run_1/port_trees.png
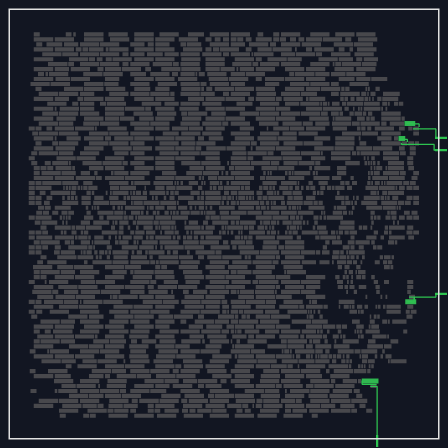
run_1/m3.png
The bar under the picture is 50 um long.
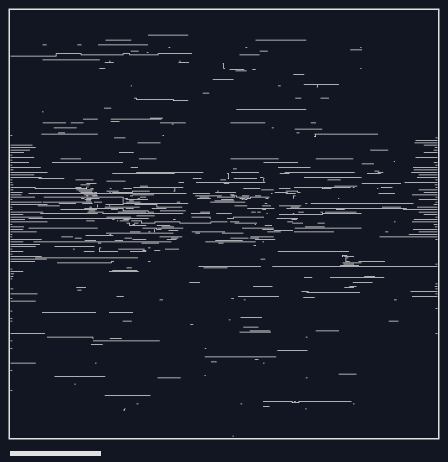
run_1/placed.png
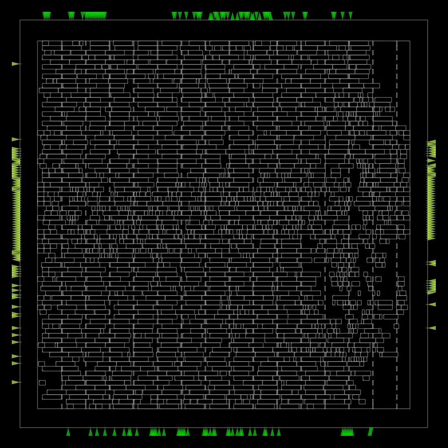
Design cdb_arbiter_flat, sky130hd; sources not shown.
==> qor.yml, run 1 <==
status: "finished clean"
drv_cap: 0
die_y_um: 235
p_per_area_nw_per_um2: 271
synth_flops: 680
postSynthCellCount: 1548
cts.reportedPaths.clkPinSlew_ps: 70
root_buffer: "clkbuf_16"
r2r_cells: 15
die_area_sq_um: 55300
edf_count: 576
htreeDepth: 3
stdcell_area_sq_um: 33200
synth.distinct_cells: 71
largest_reg_flops: 576
fp_util_pct: 61.9
setup_violations: 0
grt_overflow: 0
rows: 78
cts_setup_buffers: 0
cts_buffer_depth: 3
hold_path.class: "reg2reg"
wl_per_cell_um: 29.0
grt_pass1_vias: 16100
ys_seq_share_pct: 70.5
via_per_inst: 6.45
drt_iter0_markers: 1612
ant_nets: 0
end_kind: "flip-flop"
vias: 15700
cts_tree: "yes"
synth_warnings: 0
regToRegSetupSlack_ps: 6560
cts.sinks: 680
layout_top_cells: "576 x edfxtp_1, 226 x clkdlybuf4s50_1, 149 x mux4_2"
drcViolationCount: 0
coreArea_sq_um: 45600
hold_buffers: 0
ys_cells: 1548
rsz0062_at_grt: "no"
whs_path_depth: 1
finalNetCount: 1965
drv_slew: 0
hpwl_um: 46000
top_logic_kind: "multiplexers"
fmax_ghz: 0.189
xor_share_pct: 0.465
yosys-top-cells-area: "edfxtp_1 61%, mux4_2 12%, dfrtp_1 9.2%"
hold_viol_final: 0
syn_area_per_cell_sq_um: 18.2
worst_ep_required_time_ps: 12270
period_minus_slack_ps: 5290
antenna_found_initial: 5
warnings: 44
critPathKind: "reg2reg"
ctsResizeCount: 0
simple_gate_share_pct: 5.83
synthAdderAreaFrac_pct: 1.35
fin_skew_ps: 18.7
synthArstFlopShare_pct: 15.3
grt_first_pass_wirelength_um: 105000
maxSlewHeadroom_pct: 37.6
yosys_area_sq_um: 28200
tns_ps: 0
Back to the opening pictures, port_trees.png:
green -> bus_src_valid  # direction input, end cells 4, buffers 4, wire 122 um
port buffer count: 228
total I/O pin count: 229

Back to the opening pictures, m3.png:
wire length on this layer = 4890 um
share of all routed wire = 6.9%
nets with wire on the layer = 297
longest straight run = 90.5 um
GR Util met3: 5.02%
Routed WL: 70800 um

Back to the opening pictures, placed.png:
fraction of area in registers: 60.0%
flop count: 680
n_taps: 600

## run 1: cells in the mapped netlist (3+ instances only)
| master | instances |
|---|---|
| xor2_1 | 3 |
| nor2_1 | 76 |
| nand2b_1 | 36 |
| a221oi_2 | 30 |
| or3_1 | 3 |
| mux2_4 | 30 |
| dfrtp_1 | 104 |
| xnor2_1 | 12 |
| mux4_2 | 149 |
| and2_1 | 21 |
| nor3b_1 | 5 |
| mux2i_1 | 7 |
| a21oi_1 | 40 |
| inv_1 | 16 |
| a31o_1 | 33 |
| nor3_1 | 56 |
| buf_4 | 4 |
| a31o_2 | 4 |
| buf_2 | 22 |
| ha_1 | 24 |
| buf_1 | 4 |
| buf_6 | 7 |
| nand2_1 | 53 |
| o21ai_0 | 8 |
| o31ai_1 | 40 |
| mux2_2 | 13 |
| and3_1 | 8 |
| nand3_1 | 40 |
| a221oi_1 | 7 |
| nor4_1 | 5 |
| edfxtp_1 | 576 |
| nor4bb_1 | 4 |
| fa_1 | 4 |
| clkbuf_1 | 61 |
## run 1: worst max-delay path, cell delays in order (launching register included)
cell	delay, ps
dfrtp_1	690
inv_1	260
ha_1	440
mux4_2	360
inv_1	340
ha_1	370
nor2b_1	110
and3_1	210
nor2_1	250
o22ai_1	180
mux2i_4	190
buf_6	590
or2_1	340
buf_4	440
a31o_1	220
a21oi_1	70
## run 1: power breakdown
part,switching (mW),total (mW),internal (mW)
combinational,2.34,4.01,1.67
clock,0.879,1.97,1.10
sequential,0.135,3.00,2.86
## run 1: kinds of logic after synthesis
kind of cell / count (synthesis)
compound gates: 187
xor+xnor: 15
fa+ha+maj: 28
buf+inv: 114
flops: 680
mux: 200
simple gates: 324
## run 1: per-stage QoR
| step | total power [mW] | cells | setup slack, ps |
|---|---|---|---|
| 3_5_place_dp | 6.94 | 2318 | 6510 |
| 5_1_grt | 9.40 | 2442 | 6260 |
| 4_1_cts | 8.95 | 2439 | 6480 |
| 3_3_place_gp | 6.87 | 2318 | 6590 |
| 6_report | 8.98 | 2443 | 6560 |
| 2_1_floorplan | 5.93 | 1548 | 7260 |
## run 1: layout make-up
type	instances	area [sq um]
Sequential cell	680	19900
Fill cell	2648	12400
Multi-Input combinational cell	754	7860
Timing Repair Buffer	268	2580
Clock buffer	78	1730
Tap cell	600	751
Clock inverter	43	295
Inverter	16	60.1
Antenna cell	4	10.0
## run 1: metal layers
metal  global-route usage [%]  vias up  part of all wire [%]
met2                     42.9      764                    51
met1                     31.6     8115                    37
met5                        0        -                  0.11
met4                     11.1        6                   4.2
met3                     5.02      149                   6.9
li1                         -     6713                     -
run_1/m2.png
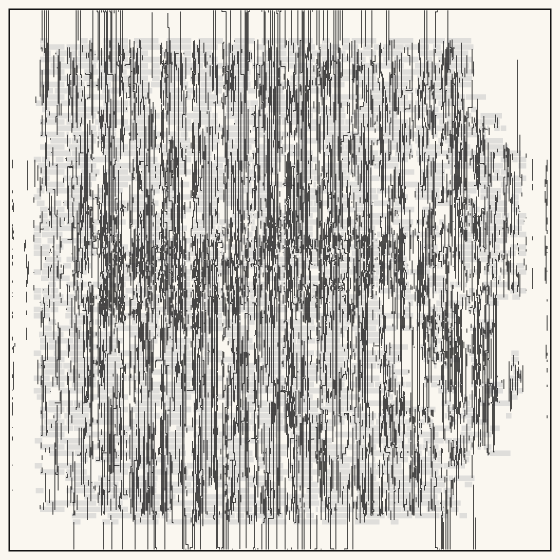

## Run 2: what changed since run 1
--- a/config.mk
+++ b/config.mk
@@ -6,7 +6,7 @@
 export NUM_CORES = 1
 export LEC_CHECK = 0
 export CORE_MARGIN = 10
-export CORE_UTILIZATION = 61
+export CORE_UTILIZATION = 58
 export CTS_CLUSTER_DIAMETER = 100
 export DETAILED_ROUTE_END_ITERATION = 7
 export PLACE_DENSITY_LB_ADDON = 0.3
==> constraint.sdc (replaced) <==
create_clock -name clk -period 5.1 [get_ports clk]
set_input_delay 1.02 -clock clk [delete_from_list [all_inputs] [get_ports clk]]
set_output_delay 1.02 -clock clk [all_outputs]
set_load 0.01 [all_outputs]
run_2/m2.png
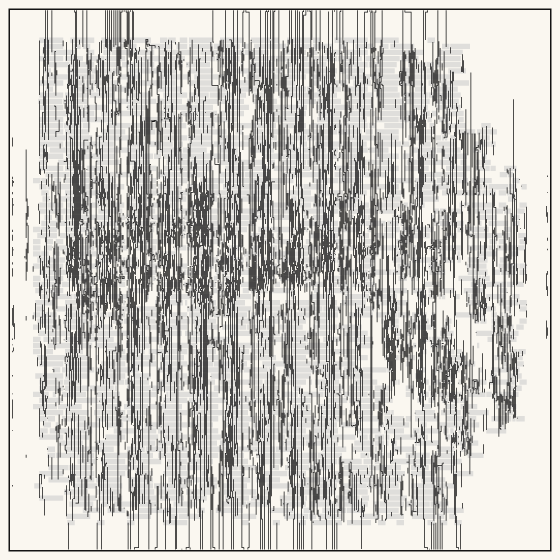
wire length on this layer = 35.8 mm
main direction = vertical
share of all routed wire = 50%
Routed WL: 71700 um
Via Count: 15700
GRT met2 Usage: 40.9%

run_2/placed.png
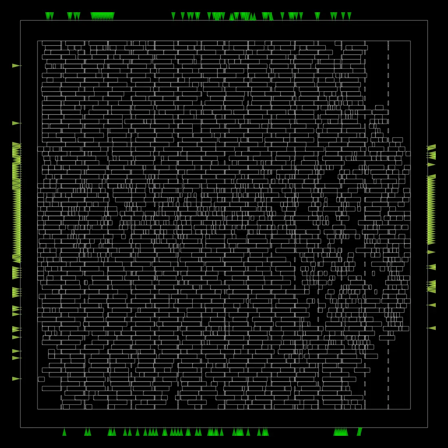
core area: 47900 sq um
Filler Cell Count: 2896

==> qor.yml, run 2 <==
status: "finished clean"
ys_seq_share_pct: 70.5  # unchanged
wl_per_cell_um: 29.0  # about the same
r2r_cells: 12  # -3
synth_warnings: 0  # unchanged
warnings: 44  # unchanged
simple_gate_share_pct: 5.83  # unchanged
dpl.cell_count: 2345  # +1.2%
largest_reg_flops: 576  # unchanged
postSynthCellCount: 1548  # unchanged
synthAdderAreaFrac_pct: 1.35  # unchanged
edf_count: 576  # unchanged
worst_ep_required_time_ps: 5550  # -6720 ps
drv_slew: 0  # unchanged
hpwl_um: 48000  # +4.2%
fp_util_pct: 58.9  # -3.1 points
via_per_inst: 6.34  # -1.7%
io_pins: 229  # unchanged
path_cells: "or3_1 -> mux4_2 -> ha_1 -> nor2_1 -> nand3b_1 -> a21boi_0 -> mux2_2 -> mux2i_4 -> buf_12 -> mux2_4 -> a221oi_2 -> nor3_1"
cts.sinks: 680  # unchanged
htreeDepth: 3  # unchanged
finalNetCount: 1980  # +0.76%
place_ws_ps: 565  # -5940 ps
p_per_area_nw_per_um2: 653  # +140%
top_logic_kind: "multiplexers"
hold_viol_final: 0  # unchanged
yosys_area_sq_um: 28200  # unchanged
synth.distinct_cells: 71  # unchanged
setup_violations: 0  # unchanged
cts_setup_buffers: 0  # unchanged
drv_cap: 0  # unchanged
hold_path.class: "in2async"
drcViolationCount: 0  # unchanged
cts_buffer_depth: 3  # unchanged
fin_cells: 2473  # +1.2%
ys_cells: 1548  # unchanged
critPathMaxStageDelay_ps: 550  # -140 ps
grt_overflow: 0  # unchanged
rsz0062_at_grt: "no"
layout_top_cells: "576 x edfxtp_1, 226 x clkdlybuf4s50_1, 149 x mux4_2"
xor_share_pct: 0.465  # unchanged
grt_pass1_vias: 16200  # +0.49%
root_buffer: "clkbuf_16"
maxSlewHeadroom_pct: 32.4  # -5.3 points
yosysMostFrequentCell: "edfxtp_1"
cts.reportedPaths.clkPinSlew_ps: 60  # about the same
regToRegSetupSlack_ps: 500  # -6060 ps
worst_ep_arrival_time_ps: 5040
port_buffers: 228  # unchanged
fin_skew_ps: 24.3  # +5.61 ps
die_area_sq_um: 57900  # +4.7%
period_minus_slack_ps: 4600  # -692 ps
crit_slowest_cell: "mux2i_4"
end_kind: "flip-flop"
fmax_ghz: 0.218  # +15%
synth.cells.most_frequent: "576 x edfxtp_1, 149 x mux4_2, 104 x dfrtp_1"
drt_iter0_markers: 1790  # +11%
critPathKind: "reg2reg"
rows: 80  # +2.6%
cts_tree: "yes"
ctsResizeCount: 0  # unchanged
die_y_um: 241  # +2.3%
antenna_found_initial: 3  # -2
tns_ps: 0  # unchanged
syn_area_per_cell_sq_um: 18.2  # unchanged
grt_first_pass_wirelength_um: 105000  # about the same
layout_setup_ws_ps: 503  # -6060 ps
hold_buffers: 0  # unchanged
run 2: kinds of logic (layout without fill, tap and decap cells):
logic type | count (synthesis) | count (layout)
flops | 680 | 680
simple gates | 324 | 324
mux | 200 | 200
compound gates | 187 | 187
buf+inv | 114 | 423
fa+ha+maj | 28 | 28
xor+xnor | 15 | 15
other cells | 0 | 1
run 2: cell type report:
type / count / area (sq um) / share of cell area [%]
Sequential cell: 680 / 19900 / 59.0
Multi-Input combinational cell: 754 / 7860 / 23.3
Timing Repair Buffer: 280 / 2860 / 8.48
Clock buffer: 88 / 1870 / 5.55
Tap cell: 615 / 769 / 2.28
Clock inverter: 39 / 389 / 1.15
Inverter: 16 / 60.1 / 0.178
Antenna cell: 1 / 2.50 / 0.00742
run 2: critical path: cells and delay by family (launching register included):
kind | cells | cell delay (ps)
multiplexers | 4 | 1820
buffers and inverters | 1 | 240
adder cells (fa/ha/maj) | 1 | 290
AND/OR/NAND/NOR | 4 | 830
flip-flops | 1 | 460
AND-OR/OR-AND | 2 | 810
run 2: report_power, final:
part           internal (mW)  leakage, nW  switching, mW  total (mW)
logic                   4.31         3.47           5.75        10.1
clock network           2.88         1.09           2.10        4.98
registers               6.65         6.62          0.315        6.96
run 2: per-stage QoR:
step                hold slack [ps]  total power [mW]  instance area [sq um]
floorplan                       555              13.8                  28200
global placement                568              16.7                  31400
detailed placement              580              16.8                  31400
CTS                             560              21.9                  33700
global route                    453              22.9                  33700
finish                          434              22.0                  33700
run 2: layer usage:
layer | track usage (%) | share of wire (%)
met1 | 31.6 | 37
met2 | 40.9 | 50
met3 | 5.16 | 7.3
met4 | 12.5 | 5.3
met5 | 0 | 0.035
Power and IR drop assume default switching activity.
